File: src/rtl/alu_cmd_sequencer.sv
// Queues {func, operand} commands and runs each against the accumulator through the external mapper/ALU.
// done_o rises ALU_LAT+2 edges after the push edge; cmd_ready_o is low while the FIFO is full or rst_i is high.
module alu_cmd_sequencer #(
  parameter int DEPTH   = 4,
  parameter int ALU_LAT = 1
) (
  input  logic       clk_i,
  input  logic       rst_i,
  input  logic       cmd_valid_i,
  output logic       cmd_ready_o,
  input  logic [2:0] cmd_f_i,
  input  logic [7:0] cmd_b_i,
  output logic       f0_o,
  output logic       f1_o,
  output logic       f2_o,
  output logic [7:0] alu_a_o,
  output logic [7:0] alu_b_o,
  input  logic [7:0] alu_y_i,
  input  logic       alu_cout_i,
  input  logic       acc_clr_i,
  output logic [7:0] acc_o,
  output logic       acc_c_o,
  output logic       done_o,
  output logic       err_o,
  output logic [7:0] err_count_o,
  output logic       busy_o
);

  localparam int PW = (DEPTH > 1) ? $clog2(DEPTH) : 1;
  localparam int CW = $clog2(DEPTH) + 1;
  localparam int LW = 4;

  typedef struct packed {
    logic [2:0] f;
    logic [7:0] b;
  } cmd_t;

  typedef enum logic [1:0] {
    S_IDLE,
    S_ISSUE,
    S_WAIT,
    S_WB
  } state_t;

  cmd_t          mem_q [DEPTH];
  logic [PW-1:0] wr_ptr_q;
  logic [PW-1:0] rd_ptr_q;
  logic [CW-1:0] count_q;

  state_t        state_q, state_d;
  logic [LW-1:0] lat_q, lat_d;
  logic [2:0]    op_f_q;
  logic [7:0]    op_b_q;
  logic [7:0]    acc_q;
  logic          acc_c_q;
  logic          done_q;
  logic          err_q;
  logic [7:0]    err_count_q;

  logic          push;
  logic          pop;
  logic          fifo_empty;
  logic          undef_op;
  logic          arith_op;

  assign fifo_empty  = (count_q == '0);
  assign cmd_ready_o = !rst_i && (count_q < CW'(DEPTH));
  assign push        = cmd_valid_i && cmd_ready_o;
  assign undef_op    = (op_f_q == 3'b000);
  // ADD/SUB/INC/DEC keep the ALU carry; logic ops always clear it
  assign arith_op    = (op_f_q >= 3'b001) && (op_f_q <= 3'b100);

  always_comb begin
    state_d = state_q;
    lat_d   = lat_q;
    pop     = 1'b0;
    case (state_q)
      S_IDLE: begin
        if (!fifo_empty) begin
          pop     = 1'b1;
          state_d = S_ISSUE;
        end
      end
      S_ISSUE: begin
        if (undef_op) begin
          state_d = S_IDLE;
        end else if (ALU_LAT == 1) begin
          state_d = S_WB;
        end else begin
          state_d = S_WAIT;
          lat_d   = LW'(ALU_LAT - 1);
        end
      end
      S_WAIT: begin
        lat_d = lat_q - LW'(1);
        if (lat_q == LW'(1)) begin
          state_d = S_WB;
        end
      end
      S_WB: begin
        if (!fifo_empty) begin
          pop     = 1'b1;
          state_d = S_ISSUE;
        end else begin
          state_d = S_IDLE;
        end
      end
      default: state_d = S_IDLE;
    endcase
  end

  always_ff @(posedge clk_i) begin
    if (push) begin
      mem_q[wr_ptr_q] <= '{f: cmd_f_i, b: cmd_b_i};
    end
  end

  always_ff @(posedge clk_i) begin
    if (rst_i) begin
      wr_ptr_q    <= '0;
      rd_ptr_q    <= '0;
      count_q     <= '0;
      state_q     <= S_IDLE;
      lat_q       <= '0;
      op_f_q      <= '0;
      op_b_q      <= '0;
      acc_q       <= '0;
      acc_c_q     <= 1'b0;
      done_q      <= 1'b0;
      err_q       <= 1'b0;
      err_count_q <= '0;
    end else begin
      state_q <= state_d;
      lat_q   <= lat_d;
      if (push) begin
        wr_ptr_q <= wr_ptr_q + PW'(1);
      end
      if (pop) begin
        rd_ptr_q <= rd_ptr_q + PW'(1);
        op_f_q   <= mem_q[rd_ptr_q].f;
        op_b_q   <= mem_q[rd_ptr_q].b;
      end
      if (push && !pop) begin
        count_q <= count_q + CW'(1);
      end else if (pop && !push) begin
        count_q <= count_q - CW'(1);
      end
      // a clear in the WB cycle takes precedence over the write-back
      if (acc_clr_i) begin
        acc_q   <= '0;
        acc_c_q <= 1'b0;
      end else if (state_q == S_WB) begin
        acc_q   <= alu_y_i;
        acc_c_q <= arith_op ? alu_cout_i : 1'b0;
      end
      done_q <= (state_q == S_WB);
      err_q  <= (state_q == S_ISSUE) && undef_op;
      if ((state_q == S_ISSUE) && undef_op && (err_count_q != 8'hFF)) begin
        err_count_q <= err_count_q + 8'd1;
      end
    end
  end

  assign f0_o        = op_f_q[0];
  assign f1_o        = op_f_q[1];
  assign f2_o        = op_f_q[2];
  assign alu_a_o     = acc_q;
  assign alu_b_o     = op_b_q;
  assign acc_o       = acc_q;
  assign acc_c_o     = acc_c_q;
  assign done_o      = done_q;
  assign err_o       = err_q;
  assign err_count_o = err_count_q;
  assign busy_o      = (state_q != S_IDLE) || !fifo_empty;

endmodule

File: config.mk
export PLATFORM = sky130hd
export DESIGN_NAME = alu_cmd_sequencer
export DESIGN_NICKNAME = d
export VERILOG_FILES = /design/src/rtl/alu_cmd_sequencer.sv
export SDC_FILE = /design/constraint.sdc
export NUM_CORES = 1
export LEC_CHECK = 0
export ABC_AREA = 1
export ABC_CLOCK_PERIOD_IN_PS = 3100
export CORE_UTILIZATION = 30
export DETAILED_ROUTE_END_ITERATION = 12
export PLACE_DENSITY = 0.57
export SYNTH_ARGS = -nofsm -noshare
export SYNTH_HDL_FRONTEND = slang
export SYNTH_SLANG_ARGS = --single-unit
File: constraint.sdc
create_clock -name clk_i -period 3.1 [get_ports clk_i]
set_clock_uncertainty 0.15 [all_clocks]
set_input_delay 0.465 -clock clk_i [delete_from_list [all_inputs] [get_ports clk_i]]
set_output_delay 0.465 -clock clk_i [all_outputs]
set_load 0.01 [all_outputs]
==> flow_summary_export.csv <==
group,metric,value,unit
synth,aoi_share,0.106,
synth,edf_count,44,
grt,grt_usage,0.128,
synth,synthesis.area,3740,µm²
timing,timing.final.setup_violations,0,
detailed_routing,drt_first_iter_violations,152,
power,seq_power,0.00146,W
layout,fin_area,4750,µm²
timing,worst_slack,0.713,ns
grt,groute.layer.met3.usage,0.0345,
detailed_routing,drt-wirelength-per-cell,12.1,µm
clocking,clock_sinks,87,
clocking,clk_transition_reported_paths,0.07,ns
timing,setup_repair_after_global_routing_missed_its_margin,"false",
layout,clock_tree_area_fraction,0.0609,
hold_path,worstHoldPathType,"reg -> reg",
synth,syn_area_per_cell,9.46,µm²
worst_setup_path,reg2reg_from,"state_q[0]$_SDFFE_PP0P_",
detailed_routing,route.met2.wl,3660,µm
synth,synth_xor_xnor_area_share,0.0117,
worst_setup_path,critPathCaptureType,"output port",
clocking,postCtsHoldBufs,0,
timing,timing.final.max_slew_violations,0,
synth,muxShareOfSynthArea,0,
synth,synth_async_sr_flop_share,0,
synth,synth_flop_count,87,
die,i_o_pins,64,
power,switching_share,0.352,
power,power_leader,"sequential cells",
placed_design,number_of_placed_instances_taps_included,611,
worst_setup_path,rr_worst_depth,12,
worst_setup_path,reg2reg_setup_slack,0.78,ns
detailed_routing,finalWirelength,7600,µm
grt,gr-usage-met1,0.158,
power,p_seq_frac,0.396,
clocking,clk-insertion-delay-late,0.34,ns
clocking,clock_tree_root_driver_cell,"clkbuf_16",
die,die_width,114,µm
timing,relSlewSlack,0.503,
clocking,post_cts_buffers,0,
detailed_routing,antenna_left,0,
power,power.total,0.00368,W
worst_setup_path,timing.critical_path.fanout_max,4,
layout,clock_buffer_count,9,
power,leakage_power_summed_over_all_cells,1.75,nW
detailed_routing,met3WireLength,318,µm
power,intPower,0.00239,W
detailed_routing,routed-via-count,2730,
synth,ys_cells,395,
run,cap_viol_max_count,0,
layout,registers.top_by_ff_count,"mem_q",
placed_design,port-buffer-count,63,
synth,adder_share,0.0489,
placed_design,place_hpwl,5250,µm
synth,synth.top_cells.by_count,"nor2_1 (85), nand2_1 (46), edfxtp_1 (44)",
grt,grt-busiest-layer,"met2",
synth,synth_top_cell_by_area,"edfxtp_1",
hold_path,hp-start,"lat_q[3]$_SDFFE_PP0P_",
layout,finalNetCount,492,
worst_setup_path,timing.critical_path.slowest_stage_cell,"clkdlybuf4s50_1",
layout,num-nonclk-buffers,69,
worst_setup_path,critical_path_cell_count,4,
worst_setup_path,worst-endpoint-arrival,1.77,ns
synth,synthDominantCellAreaShare,0.354,
worst_setup_path,critical_path.startpoint_type,"register",
layout,lay_top_count,"nor2_1",
synth,yosys.area_share.simple,0.171,
worst_setup_path,path_cells,"inv_1 > ha_1 > nand3_1 > clkdlybuf4s50_1",
worst_setup_path,worst_path_largest_cell_delay,0.58,ns
detailed_routing,detail_route.drc_violations,0,
layout,final-instance-count-excl-fill,627,
detailed_routing,top_layer_used,"met4",
power,comb_power_share,0.323,
layout,area_delta_synth_final,27.1,%
power,power-per-cell-area,775,nW/µm²
outcome,run_status,"finished clean",
clocking,ctsHtreeMaxLevel,3,
grt,grt_pass1_wl,12600,µm
detailed_routing,count_of_tritonroute_iterations_in_the_first_routing_pass,4,
worst_setup_path,critical-path-top-delay-family,"buffers and inverters",
timing,final_min_period_over_clock_period,0.770,
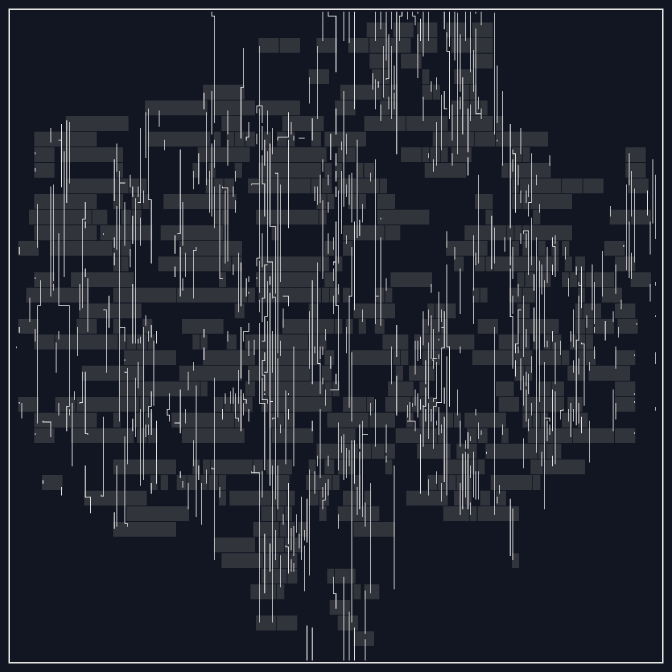
**Above:** signal wires on met2.
Cells faint in the background.
longest straight run	43.5 µm
nets with wire on the layer	365
share of all routed wire	48%
main direction	vertical

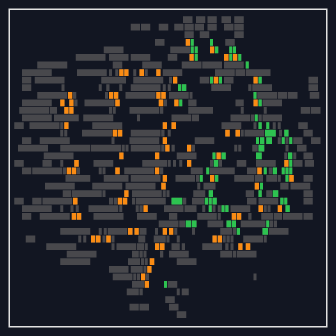
**Above:** logic cells by family.
family	color	cells	most used
inverting AOI/OAI gates	orange	79	o21ai_0
NAND gates	green	67	nand2_1

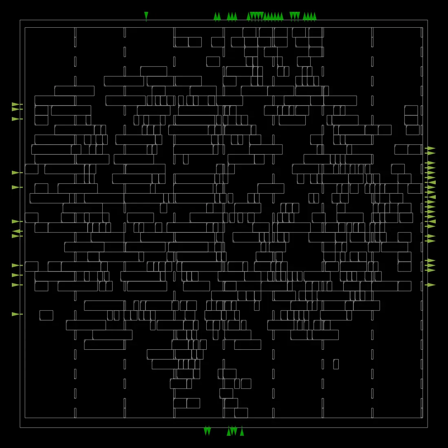
**Above:** placement view.
area inside the core boundary: 12100 µm²
Filler cells: 1197
total number of sequential cells: 87
proportion of cell area occupied by registers: 0.459

No activity file was given, so power comes from the tool's default toggle rates.
